congestion_map.png
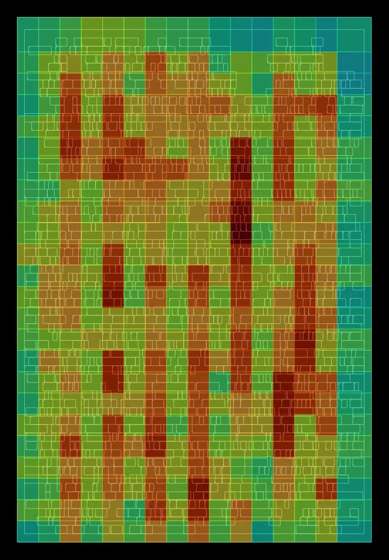
m4.png
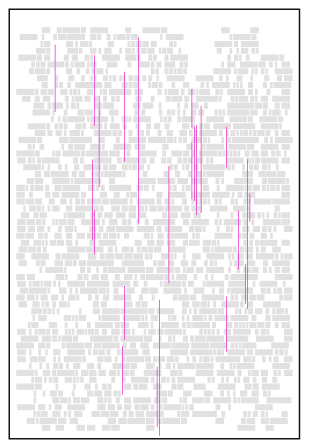
`src/rtl/mult_sequencer.sv`:
```
// Sequencer for a multi-cycle radix-2 shift-add multiplier in the DLX EX stage.
// Define MULT_SEQ_HI_EN to add the result_hi port carrying the upper product word.
module mult_sequencer #(
    parameter int WIDTH = 32,
    parameter int CNT_W = $clog2(WIDTH) + 1
) (
    input  logic             clk,
    input  logic             rst,
    input  logic             start,
    input  logic             signed_op,
    input  logic [WIDTH-1:0] op_a,
    input  logic [WIDTH-1:0] op_b,
    input  logic             flush,
    output logic             stall,
    output logic             busy,
    output logic             done,
    output logic [WIDTH-1:0] result
`ifdef MULT_SEQ_HI_EN
    ,
    output logic [WIDTH-1:0] result_hi
`endif
);

    typedef enum logic [1:0] {
        IDLE,
        RUN,
        DONE
    } state_e;

    state_e             state_q, state_d;
    logic [CNT_W-1:0]   count_q, count_d;
    logic [WIDTH-1:0]   mcand_q, mcand_d;
    logic [WIDTH-1:0]   mplier_q, mplier_d;
    logic [2*WIDTH-1:0] acc_q, acc_d;
    logic               sign_q, sign_d;
    logic [WIDTH-1:0]   result_q, result_d;

    logic [WIDTH:0]     partialSum;
    logic [WIDTH-1:0]   absA, absB;
    logic [WIDTH-1:0]   lowFixed;
    logic               accept;

`ifdef MULT_SEQ_HI_EN
    logic [2*WIDTH-1:0] fullFixed;
    logic [WIDTH-1:0]   hiFixed;
    logic [WIDTH-1:0]   resultHi_q, resultHi_d;

    // The sign fix negates the whole double-width product so the upper word stays consistent.
    always_comb begin
        fullFixed = sign_q ? (~acc_q + 1'b1) : acc_q;
        lowFixed  = fullFixed[WIDTH-1:0];
        hiFixed   = fullFixed[2*WIDTH-1:WIDTH];
    end
`else
    always_comb begin
        lowFixed = sign_q ? (~acc_q[WIDTH-1:0] + 1'b1) : acc_q[WIDTH-1:0];
    end
`endif

    // The most negative operand maps onto itself, which is exactly its unsigned magnitude.
    always_comb begin
        absA   = op_a[WIDTH-1] ? (~op_a + 1'b1) : op_a;
        absB   = op_b[WIDTH-1] ? (~op_b + 1'b1) : op_b;
        accept = start && !flush && (state_q == IDLE || state_q == DONE);
    end

    always_comb begin
        state_d    = state_q;
        count_d    = count_q;
        mcand_d    = mcand_q;
        mplier_d   = mplier_q;
        acc_d      = acc_q;
        sign_d     = sign_q;
        result_d   = result_q;
`ifdef MULT_SEQ_HI_EN
        resultHi_d = resultHi_q;
`endif
        stall      = 1'b0;
        busy       = 1'b0;
        done       = 1'b0;
        partialSum = {1'b0, acc_q[2*WIDTH-1:WIDTH]} +
                     (mplier_q[0] ? {1'b0, mcand_q} : '0);

        case (state_q)
            IDLE: begin
                stall = start && !flush;
            end
            RUN: begin
                stall    = 1'b1;
                busy     = 1'b1;
                acc_d    = {partialSum, acc_q[WIDTH-1:1]};
                mplier_d = mplier_q >> 1;
                count_d  = count_q + CNT_W'(1);
                if (count_q == CNT_W'(WIDTH - 1)) begin
                    state_d = DONE;
                end
            end
            DONE: begin
                state_d = IDLE;
                if (!flush) begin
                    done       = 1'b1;
                    result_d   = lowFixed;
`ifdef MULT_SEQ_HI_EN
                    resultHi_d = hiFixed;
`endif
                end
            end
            default: begin
                state_d = IDLE;
            end
        endcase

        if (accept) begin
            mcand_d  = signed_op ? absA : op_a;
            mplier_d = signed_op ? absB : op_b;
            sign_d   = signed_op && (op_a[WIDTH-1] ^ op_b[WIDTH-1]);
            acc_d    = '0;
            count_d  = '0;
            state_d  = RUN;
        end

        // A flush overrides everything, including a start that arrives in the same cycle.
        if (flush) begin
            state_d = IDLE;
            count_d = '0;
        end
    end

    always_ff @(posedge clk) begin
        if (rst) begin
            state_q    <= IDLE;
            count_q    <= '0;
            mcand_q    <= '0;
            mplier_q   <= '0;
            acc_q      <= '0;
            sign_q     <= 1'b0;
            result_q   <= '0;
`ifdef MULT_SEQ_HI_EN
            resultHi_q <= '0;
`endif
        end else begin
            state_q    <= state_d;
            count_q    <= count_d;
            mcand_q    <= mcand_d;
            mplier_q   <= mplier_d;
            acc_q      <= acc_d;
            sign_q     <= sign_d;
            result_q   <= result_d;
`ifdef MULT_SEQ_HI_EN
            resultHi_q <= resultHi_d;
`endif
        end
    end

    // The result is presented in the done cycle itself and held in result_q afterwards.
    always_comb begin
        result    = done ? lowFixed : result_q;
`ifdef MULT_SEQ_HI_EN
        result_hi = done ? hiFixed : resultHi_q;
`endif
    end

endmodule

```
`config.mk`:
```
export PLATFORM = sky130hd
export DESIGN_NAME = mult_sequencer
export DESIGN_NICKNAME = d
export VERILOG_FILES = /design/src/rtl/mult_sequencer.sv
export SDC_FILE = /design/constraint.sdc
export NUM_CORES = 1
export LEC_CHECK = 0
export CORE_ASPECT_RATIO = 1.5
export CORE_MARGIN = 2
export CORE_UTILIZATION = 55
export CTS_BUF_LIST = sky130_fd_sc_hd__clkbuf_4 sky130_fd_sc_hd__clkbuf_8 sky130_fd_sc_hd__clkbuf_16
export DETAILED_ROUTE_END_ITERATION = 12
export GPL_TIMING_DRIVEN = 0
export PLACE_DENSITY_LB_ADDON = 0.12
export REMOVE_ABC_BUFFERS = 1
export SLEW_MARGIN = 20
export SYNTH_ARGS = -nofsm -noshare
export SYNTH_HDL_FRONTEND = slang
export SYNTH_SLANG_ARGS = --single-unit
```
`constraint.sdc`:
```
create_clock -name clk -period 7.7 [get_ports clk]
set_input_delay 2.31 -clock clk [delete_from_list [all_inputs] [get_ports clk]]
set_output_delay 2.31 -clock clk [all_outputs]
set_load 0.03 [all_outputs]
```
==> metrics.csv <==
stage,metric,value,unit
final_timing,slew_violations,0,
critical_path,r2r-end,acc_q[57]$_SDFFE_PP0P_,
final_timing,fin_hold_ws,0.449,ns
routing,route.met3.wl,977,um
synthesis,yosys_warnings,0,
global_route,grt-ovfl-total,0,
synthesis,yosysTopAreaCellShare,33.5,%
final_layout,logic_gates,1028,
global_route,gr-usage-met1,30.1,%
critical_path,critPathSlowestCell,clkdlybuf4s50_1,
power,cellPowerDensity,178,nW/um2
cts,cts_buffers,17,
critical_path,reg2reg_from,mplier_q[0]$_SDFFE_PP0P_,
final_layout,antenna_cells,1,
job,tool_warnings,25,
cts,cts_hold_buf,0,
power,p_comb_share,9.3,%
cts,post_cts_resized,0,
min_path,min_from,mcand_q[28]$_SDFFE_PP0P_,
placement,place_ws,0.520,ns
cts,postCtsSetupBuffers,0,
run_status,outcome,completed,
final_layout,fin_nets,1457,
global_route,grt_pass1_wl,41600,um
Notes on congestion_map.png above:
routed len/inst: 15.7 um
met3 GRT Util: 4.77%
Tot GR Track Use: 26.1%
GR peak layer: met2

Notes on m4.png above:
- longest straight run: 73.4 um
- wire length on this layer: 703 um
- main direction: vertical
- share of all routed wire: 2.8%
- nets with wire on the layer: 18

Power and IR drop assume default switching activity.
